`config.mk`:
```
export PLATFORM = sky130hd
export DESIGN_NAME = csr_trap_sequencer
export DESIGN_NICKNAME = d
export VERILOG_FILES = /design/src/rtl/csr_trap_sequencer.sv
export SDC_FILE = /design/constraint.sdc
export NUM_CORES = 1
export LEC_CHECK = 0
export ABC_CLOCK_PERIOD_IN_PS = 4040
export CAP_MARGIN = 30
export CELL_PAD_IN_SITES_DETAIL_PLACEMENT = 0
export CELL_PAD_IN_SITES_GLOBAL_PLACEMENT = 1
export CORE_MARGIN = 4
export CORE_UTILIZATION = 26
export DETAILED_ROUTE_END_ITERATION = 10
export MAX_ROUTING_LAYER = met4
export PLACE_DENSITY = 0.89
export SETUP_SLACK_MARGIN = 0.4
export SLEW_MARGIN = 5
export SYNTH_ARGS = -nofsm -noshare
export SYNTH_HDL_FRONTEND = slang
export SYNTH_SLANG_ARGS = --single-unit
```
`constraint.sdc`:
```
create_clock -name clk_i -period 4.04 [get_ports clk_i]
set_input_delay 0.808 -clock clk_i [delete_from_list [all_inputs] [get_ports clk_i]]
set_output_delay 0.808 -clock clk_i [all_outputs]
set_load 0.01 [all_outputs]
```
`src/rtl/csr_trap_sequencer.sv`:
```
// csr_trap_sequencer: machine-mode trap/MRET controller. Arbitrates
// exceptions > interrupts > MRET in IDLE, then writes mepc, mcause, mtval
// and mstatus (or mstatus only for MRET) one per cycle over the CSR write
// port, and ends with a one-cycle fetch redirect.
// Ports: clk_i/rst_i (async active-high); exc_*_i, next_pc_i, mret_i,
// irq_i requests; mstatus_i/mie_i/mtvec_i/mepc_i current CSR values;
// csr_we_o/csr_waddr_o/csr_wdata_o write port; busy_o stall, flush_o,
// redirect_o/redirect_pc_o to the front end.
// Optional macro CSR_TRAP_VECTORED_EN: vectored interrupt targets.
module csr_trap_sequencer #(
    parameter int CSR_ADDR_W = 12,
    parameter int XLEN       = 32
) (
    input  logic                  clk_i,
    input  logic                  rst_i,
    input  logic                  exc_valid_i,
    input  logic [4:0]            exc_cause_i,
    input  logic [XLEN-1:0]       exc_tval_i,
    input  logic [XLEN-1:0]       exc_pc_i,
    input  logic [XLEN-1:0]       next_pc_i,
    input  logic                  mret_i,
    input  logic [2:0]            irq_i,
    input  logic [XLEN-1:0]       mstatus_i,
    input  logic [XLEN-1:0]       mie_i,
    input  logic [XLEN-1:0]       mtvec_i,
    input  logic [XLEN-1:0]       mepc_i,
    output logic                  csr_we_o,
    output logic [CSR_ADDR_W-1:0] csr_waddr_o,
    output logic [XLEN-1:0]       csr_wdata_o,
    output logic                  busy_o,
    output logic                  flush_o,
    output logic                  redirect_o,
    output logic [XLEN-1:0]       redirect_pc_o
);

    typedef enum logic [2:0] {
        IDLE,
        WR_MEPC,
        WR_MCAUSE,
        WR_MTVAL,
        WR_MSTATUS,
        RET_MSTATUS,
        REDIRECT
    } state_t;

    state_t state, state_nxt;

    logic [XLEN-1:0] cause_q;
    logic [XLEN-1:0] epc_q;
    logic [XLEN-1:0] tval_q;
    logic            ret_q;

    logic [2:0]      irq_en;
    logic            int_en;
    logic [3:0]      irq_code;
    logic            take_exc;
    logic            take_irq;
    logic            take_ret;
    logic [XLEN-1:0] ms_trap;
    logic [XLEN-1:0] ms_ret;
    logic [XLEN-1:0] tgt_pc;

    // {MEI, MTI, MSI} pending and enabled
    assign irq_en = {irq_i[2] & mie_i[11],
                     irq_i[1] & mie_i[7],
                     irq_i[0] & mie_i[3]};
    assign int_en = mstatus_i[3] & (|irq_en);

    // Priority MEI > MSI > MTI
    always_comb begin
        irq_code = 4'd7;
        if (irq_en[2])
            irq_code = 4'd11;
        else if (irq_en[0])
            irq_code = 4'd3;
    end

    // Accepts are gated by reset so nothing leaks out while it is held
    assign take_exc = (state == IDLE) & ~rst_i & exc_valid_i;
    assign take_irq = (state == IDLE) & ~rst_i & ~exc_valid_i & int_en;
    assign take_ret = (state == IDLE) & ~rst_i & ~exc_valid_i & ~int_en
                      & mret_i;

    always_comb begin
        ms_trap        = mstatus_i;
        ms_trap[7]     = mstatus_i[3];
        ms_trap[3]     = 1'b0;
        ms_trap[12:11] = 2'b11;
    end

    always_comb begin
        ms_ret        = mstatus_i;
        ms_ret[3]     = mstatus_i[7];
        ms_ret[7]     = 1'b1;
        ms_ret[12:11] = 2'b11;
    end

    always_comb begin
        if (ret_q) begin
            tgt_pc = {mepc_i[XLEN-1:2], 2'b00};
        end else begin
            tgt_pc = {mtvec_i[XLEN-1:2], 2'b00};
`ifdef CSR_TRAP_VECTORED_EN
            if (cause_q[XLEN-1] && mtvec_i[1:0] == 2'b01)
                tgt_pc = tgt_pc + {{(XLEN-6){1'b0}}, cause_q[3:0], 2'b00};
`endif
        end
    end

    always_ff @(posedge clk_i or posedge rst_i) begin
        if (rst_i) begin
            state   <= IDLE;
            cause_q <= '0;
            epc_q   <= '0;
            tval_q  <= '0;
            ret_q   <= 1'b0;
        end else begin
            state <= state_nxt;
            if (take_exc) begin
                cause_q <= {27'b0, exc_cause_i};
                epc_q   <= {exc_pc_i[XLEN-1:2], 2'b00};
                tval_q  <= exc_tval_i;
                ret_q   <= 1'b0;
            end else if (take_irq) begin
                cause_q <= {1'b1, 27'b0, irq_code};
                epc_q   <= {next_pc_i[XLEN-1:2], 2'b00};
                tval_q  <= '0;
                ret_q   <= 1'b0;
            end else if (take_ret) begin
                ret_q <= 1'b1;
            end
        end
    end

    always_comb begin
        state_nxt     = state;
        csr_we_o      = 1'b0;
        csr_waddr_o   = '0;
        csr_wdata_o   = '0;
        busy_o        = 1'b1;
        flush_o       = 1'b0;
        redirect_o    = 1'b0;
        redirect_pc_o = '0;
        unique case (state)
            IDLE: begin
                busy_o = 1'b0;
                if (take_exc || take_irq) begin
                    flush_o   = 1'b1;
                    busy_o    = 1'b1;
                    state_nxt = WR_MEPC;
                end else if (take_ret) begin
                    flush_o   = 1'b1;
                    busy_o    = 1'b1;
                    state_nxt = RET_MSTATUS;
                end
            end
            WR_MEPC: begin
                csr_we_o    = 1'b1;
                csr_waddr_o = CSR_ADDR_W'(12'h341);
                csr_wdata_o = epc_q;
                state_nxt   = WR_MCAUSE;
            end
            WR_MCAUSE: begin
                csr_we_o    = 1'b1;
                csr_waddr_o = CSR_ADDR_W'(12'h342);
                csr_wdata_o = cause_q;
                state_nxt   = WR_MTVAL;
            end
            WR_MTVAL: begin
                csr_we_o    = 1'b1;
                csr_waddr_o = CSR_ADDR_W'(12'h343);
                csr_wdata_o = tval_q;
                state_nxt   = WR_MSTATUS;
            end
            WR_MSTATUS: begin
                csr_we_o    = 1'b1;
                csr_waddr_o = CSR_ADDR_W'(12'h300);
                csr_wdata_o = ms_trap;
                state_nxt   = REDIRECT;
            end
            RET_MSTATUS: begin
                csr_we_o    = 1'b1;
                csr_waddr_o = CSR_ADDR_W'(12'h300);
                csr_wdata_o = ms_ret;
                state_nxt   = REDIRECT;
            end
            REDIRECT: begin
                redirect_o    = 1'b1;
                redirect_pc_o = tgt_pc;
                state_nxt     = IDLE;
            end
            default: begin
                busy_o    = 1'b0;
                state_nxt = IDLE;
            end
        endcase
    end

endmodule

```
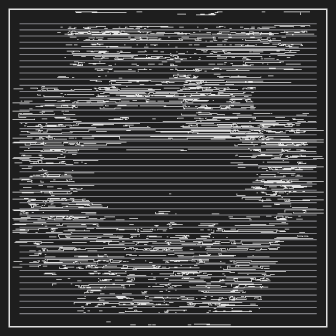
Run 1: the metal 1 layer
Supply wires on this layer in grey.
wire length on this layer = 7,590 um
main direction = horizontal

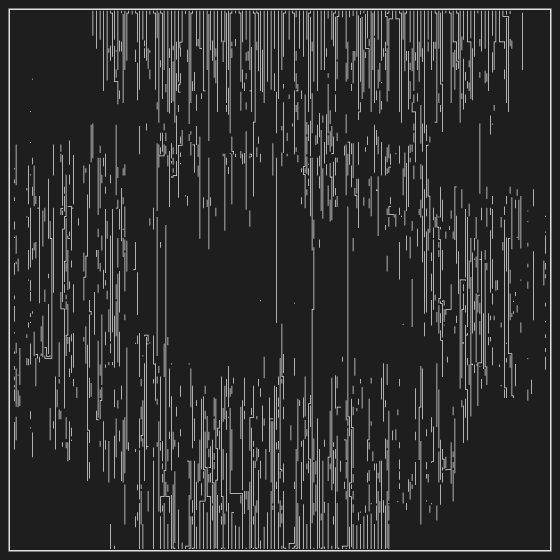
Run 1: signal wires on met2
main direction = vertical
nets with wire on the layer = 806
longest straight run = 63.2 um

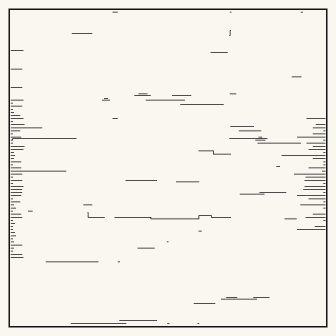
Run 1: the metal 3 layer
nets with wire on the layer = 123
main direction = horizontal
wire length on this layer = 820 um
longest straight run = 28.1 um

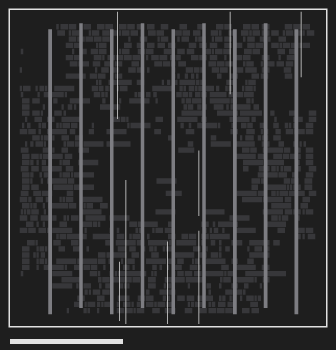
Run 1: metal 4
The bar under the picture is 50 um long. Supply wires on this layer in grey.
longest straight run = 63.2 um
wire length on this layer = 306 um
nets with wire on the layer = 8

==> reports/metrics.yaml, run 1 <==
grt:
  number_of_antenna_violations_at_the_first_check_in_global_routing: 0
  grt_util_met3_pct: 3.05
  grt_pass1_vias: 4900
  global_route_congestion_overflow_total: 0
  use_met1_pct: 23.3
synthesis:
  synth.cellmix.xorXnorShare_pct: 0.195
  yosys-top-cells-area: "dfrtp_1 40%, mux2i_1 12%, nor2_1 10%, a22o_1 6.1%, nand2_1 5.9%"
  yosys_stat_cell_total: 534
  compound_area_share_pct: 19.1
  enable_flop_cells: 0
  ys_ff: 72
  synth-seq-area-share_pct: 40.2
  yosys.area_share.simple_pct: 18.9
  adder_share_pct: 0.837
  synth.top_cells.by_count: "120 x nor2_1, 72 x dfrtp_1, 71 x nand2_1"
die:
  die.size.x_um: 139
  initial_utilization_pct: 26.8
  die_y_um: 139
finish:
  layout.cells.most_common_list: "267 x clkdlybuf4s50_1, 120 x nor2_1, 71 x nand2_1"
  nets: 1020
  finish.instance_area_mm2: 0.00765
  layout_top_cell_excl_fill_tap: "clkdlybuf4s50_1"
critical_path:
  critPathLaunchType: "primary input"
  critical-path-slowest-cell: "clkdlybuf4s50_1"
  critical_path_arrival_ns: 2.68
  critical_path_depth: 6
  setup.worst_path.end: "busy_o"
  worstPathMaxFanout: 9
  reg2regPathDepth: 6
clocking:
  cts_sinks: 72
  cts_tree: "yes"
  postCtsSetupRepairBufs: 0
  ctsResizeCount: 0
  cts.root.buffer_cell: "clkbuf_16"
power_and_ir_drop:
  irDropWorstVdd_mv: 0.292
  powerDensity_mw_per_mm2: 627
  switching_power_mw: 1.85
timing:
  setup_viol: 0
  report.final.hold_viol_count: 0
  fin_crit_ns: 3.49
routing:
  first_iter_violations: 194
  drtAntennaViolNets: 0
  first_pass_iters: 5
  drt-wirelength-per-cell_um: 17.1
placement:
  post-dp-hpwl_um: 13000
status:
  status: "complete, no violations"
==> run 1: worst min path at each step <==
stage	slack, ns	to	startpoint	depth (start not counted)
2_1_floorplan	0.46	cause_q[0]$_DFFE_PP0P_	cause_q[0]$_DFFE_PP0P_	1
3_3_place_gp	0.47	cause_q[1]$_DFFE_PP0P_	cause_q[1]$_DFFE_PP0P_	1
3_5_place_dp	0.48	tval_q[18]$_DFFE_PP0P_	tval_q[18]$_DFFE_PP0P_	1
4_1_cts	0.50	tval_q[1]$_DFFE_PP0P_	tval_q[1]$_DFFE_PP0P_	1
5_1_grt	0.51	tval_q[4]$_DFFE_PP0P_	tval_q[4]$_DFFE_PP0P_	1
6_report	0.49	tval_q[4]$_DFFE_PP0P_	tval_q[4]$_DFFE_PP0P_	1
==> run 1: layer usage <==
metal	part of all wire (%)	up-vias
li1	-	2318
met1	44	2273
met2	49	170
met3	4.8	17
met4	1.8	0
met5	0	-
==> run 1: power by group through the flow <==
stage / combinational (mW) / sequential [mW] / clock [mW]
floorplan: 1.65 / 1.20 / 0
global placement: 2.69 / 1.28 / 0
detailed placement: 2.73 / 1.29 / 0
CTS: 2.74 / 1.28 / 0.833
global route: 2.97 / 1.33 / 0.863
finish: 2.71 / 1.28 / 0.807
==> run 1: cell type report <==
type	count	area [um^2]
Timing Repair Buffer	283	2850
Clock buffer	11	253
Clock inverter	5	55.1
Inverter	9	35.0
Sequential cell	72	1800
Fill cell	1667	9110
Multi-Input combinational cell	406	2380
Tap cell	220	275
==> run 1: kinds of logic (layout without fill, tap and decap cells) <==
logic type / after synthesis / count (layout)
flops: 72 / 72
other cells: 1 / 9
mux: 59 / 59
simple gates: 209 / 209
compound gates: 125 / 125
buf+inv: 64 / 308
fa+ha+maj: 3 / 3
xor+xnor: 1 / 1
==> run 2: changes to the inputs <==
--- a/config.mk
+++ b/config.mk
@@ -15,7 +15,6 @@
 export MAX_ROUTING_LAYER = met4
 export PLACE_DENSITY = 0.89
 export SETUP_SLACK_MARGIN = 0.4
-export SLEW_MARGIN = 5
 export SYNTH_ARGS = -nofsm -noshare
 export SYNTH_HDL_FRONTEND = slang
 export SYNTH_SLANG_ARGS = --single-unit
==> run 2 against run 1 <==
Global-route usage unchanged; register-to-register slack about the same; maximum frequency is essentially flat; non-clock buffer count stayed put; wire length increased by 0.43%; worst setup slack lost 0.0022 ns.
==> reports/metrics.yaml, run 2 <==
die:
  die.size.x_um: 139  # unchanged
  initial_utilization_pct: 26.8  # unchanged
synthesis:
  yosys-top-cells-area: "dfrtp_1 40%, mux2i_1 12%, nor2_1 10%, a22o_1 6.1%, nand2_1 5.9%"
  synth-seq-area-share_pct: 40.2  # unchanged
  yosys_stat_cell_total: 534  # unchanged
  ys_ff: 72  # unchanged
grt:
  global_route_congestion_overflow_total: 0  # unchanged
  grt_pass1_vias: 4900  # unchanged
finish:
  register_area_mm2: 0.00180  # unchanged
  layout_top_cell_excl_fill_tap: "clkdlybuf4s50_1"
  final.fill_count: 1663  # -0.24%
timing:
  clock_skew_ns: 0.00837
  setup_viol: 0  # unchanged
  fin_crit_ns: 3.49  # +0.00219 ns
status:
  status: "complete, no violations"
routing:
  first_pass_iters: 4  # -1
  drtAntennaViolNets: 0  # unchanged
  drt-wirelength-per-cell_um: 17.2  # +0.43%
power_and_ir_drop:
  powerDensity_mw_per_mm2: 628  # +0.14%
  largest_pwr_group: "combinational logic"
  switching_power_mw: 1.86  # +0.36%
  power.sequential.total_mw: 1.29  # about the same
  irDropWorstVdd_mv: 0.308  # +5.4%
  clk-power_uw: 810  # about the same
  comb_power_mw: 2.71  # about the same
hold_path:
  min_path_cells: 1  # unchanged
placement:
  post-dp-hpwl_um: 13000  # unchanged
critical_path:
  critical_path_depth: 6  # unchanged
  critPathLaunchType: "primary input"
  worstPathMaxFanout: 9  # unchanged
  critical-path-slowest-cell: "clkdlybuf4s50_1"
clocking:
  cts_tree: "yes"
  cts.root.buffer_cell: "clkbuf_16"
## run 2: metrics by stage
| step | std cells | util (%) | cell area, um^2 |
|---|---|---|---|
| floorplan | 542 | - | 4510 |
| global placement | 988 | 43.6 | 7300 |
| detailed placement | 989 | 43.6 | 7310 |
| CTS | 1005 | 45.5 | 7620 |
| global route | 1006 | 45.7 | 7650 |
| finish | 1006 | 45.7 | 7650 |
## run 2: cells by family (layout without fill, tap and decap cells)
group	after synthesis	after routing	share of synthesized area, %
buffers and inverters	64	308	7.42
DFF	72	72	40.2
AOI/OAI and AO/OA	125	125	19.1
and+or+nand+nor	209	209	18.9
other	1	9	0.0836
xor gates and xnor gates	1	1	0.195
adders and majority gates	3	3	0.837
muxes	59	59	13.3
## run 2: worst paths after layout
check	startpoint	to
max	exc_valid_i	busy_o
min	tval_q[4]$_DFFE_PP0P_	tval_q[4]$_DFFE_PP0P_
max reg2reg	state[0]$_DFFE_PP0P_	epc_q[26]$_DFFE_PP0P_
min reg2reg	tval_q[4]$_DFFE_PP0P_	tval_q[4]$_DFFE_PP0P_
max in group asynchronous	rst_i	tval_q[9]$_DFFE_PP0P_
min in group asynchronous	rst_i	cause_q[3]$_DFFE_PP0P_
## run 2: area by class of cell
type	instances	area share, %
clock buffer	11	3.30
multi-input combinational	406	31.2
tap	220	3.60
sequential	72	23.6
timing repair buffer	283	37.2
clock inverter	5	0.720
inverter	9	0.458
## run 2: routing by layer
layer	vias up	global-route usage, %	routed length, um
met5	-	-	0
met4	0	4.63	336
met3	20	3.05	827
met2	153	28.9	8480
met1	2283	23.3	7640
li1	2320	-	-
## run 2: timing repair
action | in CTS | in global routing
buffers inserted | 0 | 0
gates resized | 0 | 1
endpoints found under the setup margin | 0 | 16
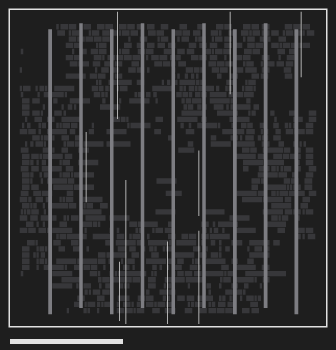
Run 2: metal 4
The bar under the picture is 50 um long. Supply wires on this layer in grey.
longest straight run = 63.2 um
share of all routed wire = 2.0%
nets with wire on the layer = 8

==> run 3: changes to the inputs <==
--- a/config.mk
+++ b/config.mk
@@ -5,12 +5,12 @@
 export SDC_FILE = /design/constraint.sdc
 export NUM_CORES = 1
 export LEC_CHECK = 0
-export ABC_CLOCK_PERIOD_IN_PS = 4040
+export ABC_AREA = 1
 export CAP_MARGIN = 30
 export CELL_PAD_IN_SITES_DETAIL_PLACEMENT = 0
 export CELL_PAD_IN_SITES_GLOBAL_PLACEMENT = 1
 export CORE_MARGIN = 4
-export CORE_UTILIZATION = 26
+export CORE_UTILIZATION = 25
 export DETAILED_ROUTE_END_ITERATION = 10
 export MAX_ROUTING_LAYER = met4
 export PLACE_DENSITY = 0.89
==> run 3 against run 2 <==
Flip-flop count did not move; worst hold slack got worse by 0.020 ns; synthesized cell count rose by 29%; count of clock-buffer cells in the layout fell by 1; sequential power barely moved; die area rose by 6.0%; design area rose by 0.26%; critical path depth rose by 1; sequential share of layout area fell by 0.062 points; wire length rose by 8.3%; maximum frequency fell by 0.30%; power fell by 9.1%; highest routed layer unchanged.
==> reports/metrics.yaml, run 3 <==
grt:
  use_met1_pct: 21.3  # -2.0 points
  grt_util_met3_pct: 4.76  # +1.7 points
die:
  initial_utilization_pct: 25.4  # -1.3 points
  die.size.x_um: 143  # +3.0%
synthesis:
  yosys-top-cells-area: "dfrtp_1 39%, nand2_1 32%, a21oi_1 3.9%, nor2_1 3.0%, buf_6 2.9%"
  synth-seq-area-share_pct: 39.3  # -0.90 points
timing:
  fin_crit_ns: 3.51  # +0.0103 ns
  clock_skew_ns: 0.00744  # -0.000930 ns
power_and_ir_drop:
  irDropWorstVdd_mv: 0.373  # +21%
  powerDensity_mw_per_mm2: 570  # -9.3%
hold_path:
  min_from: "tval_q[13]$_DFFE_PP0P_"
  hold-path-endpoint: "tval_q[13]$_DFFE_PP0P_"
clocking:
  cts.root.buffer_cell: "clkbuf_16"
critical_path:
  startpoint: "exc_valid_i"
  endpoint_of_the_most_critical_register_to_register_path: "epc_q[2]$_DFFE_PP0P_"
  setup.worst_path.end: "busy_o"
  critPathLaunchType: "primary input"
placement:
  post-dp-hpwl_um: 13500  # +3.4%
routing:
  drtAntennaViolNets: 0  # unchanged
  highest_signal_layer: "met4"
finish:
  register_area_mm2: 0.00180  # unchanged
status:
  status: "complete, no violations"
==> run 3: cell count changes in the layout (fill, tap and decap cells not counted), moves of 10 or more <==
cell	previous run	this run
a221oi_1	0	10
mux2i_1	53	0
a22o_1	31	0
nor2_1	120	36
nand2_1	71	393
a31oi_1	33	16
inv_1	7	22
==> run 3: cells by family (layout without fill, tap and decap cells) <==
family | after synthesis | after routing | synth area share (%)
simple gates | 450 | 450 | 39.0
compound gates | 82 | 82 | 10.6
buf+inv | 80 | 323 | 10.2
flops | 72 | 72 | 39.3
fa+ha+maj | 3 | 3 | 0.818
other cells | 1 | 9 | 0.0818
==> run 3: repair_timing <==
action                                  4_1_cts  5_1_grt
setup buffers                                 3        0
gates resized                                 3        3
endpoints found under the setup margin        7       36
gates cloned                                  1        0
==> run 3: metrics by stage <==
step	utilization [%]	instance area, um^2	std cells	power, mW	hold WS [ns]
after floorplan	-	4620	696	2.58	0.442
after global routing	42.6	7670	1168	4.74	0.488
after global placement	40.6	7310	1150	3.58	0.453
after detailed placement	40.7	7340	1151	3.61	0.458
after CTS	42.5	7660	1168	4.44	0.473
final	42.6	7670	1168	4.37	0.473
==> run 3: final cells by class <==
cell class | count | area share [%]
timing repair buffer | 280 | 36.5
inverter | 29 | 1.55
timing repair inverter | 1 | 0.0979
clock inverter | 3 | 0.587
sequential | 72 | 23.5
tap | 229 | 3.74
clock buffer | 10 | 3.12
multi-input combinational | 544 | 30.9
==> run 3: power groups by stage <==
stage	Combinational, mW	Sequential [mW]	Clock (mW)
6_report	2.31	1.27	0.787
2_1_floorplan	1.37	1.20	0
5_1_grt	2.57	1.32	0.843
3_5_place_dp	2.33	1.28	0
4_1_cts	2.36	1.27	0.814
3_3_place_gp	2.31	1.27	0
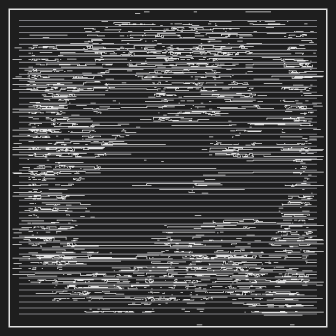
Run 3: the metal 1 layer
Supply wires on this layer in grey.
main direction = horizontal
wire length on this layer = 7,710 um
nets with wire on the layer = 965

Power figures rest on the tool's default switching activity, not on a simulated workload.
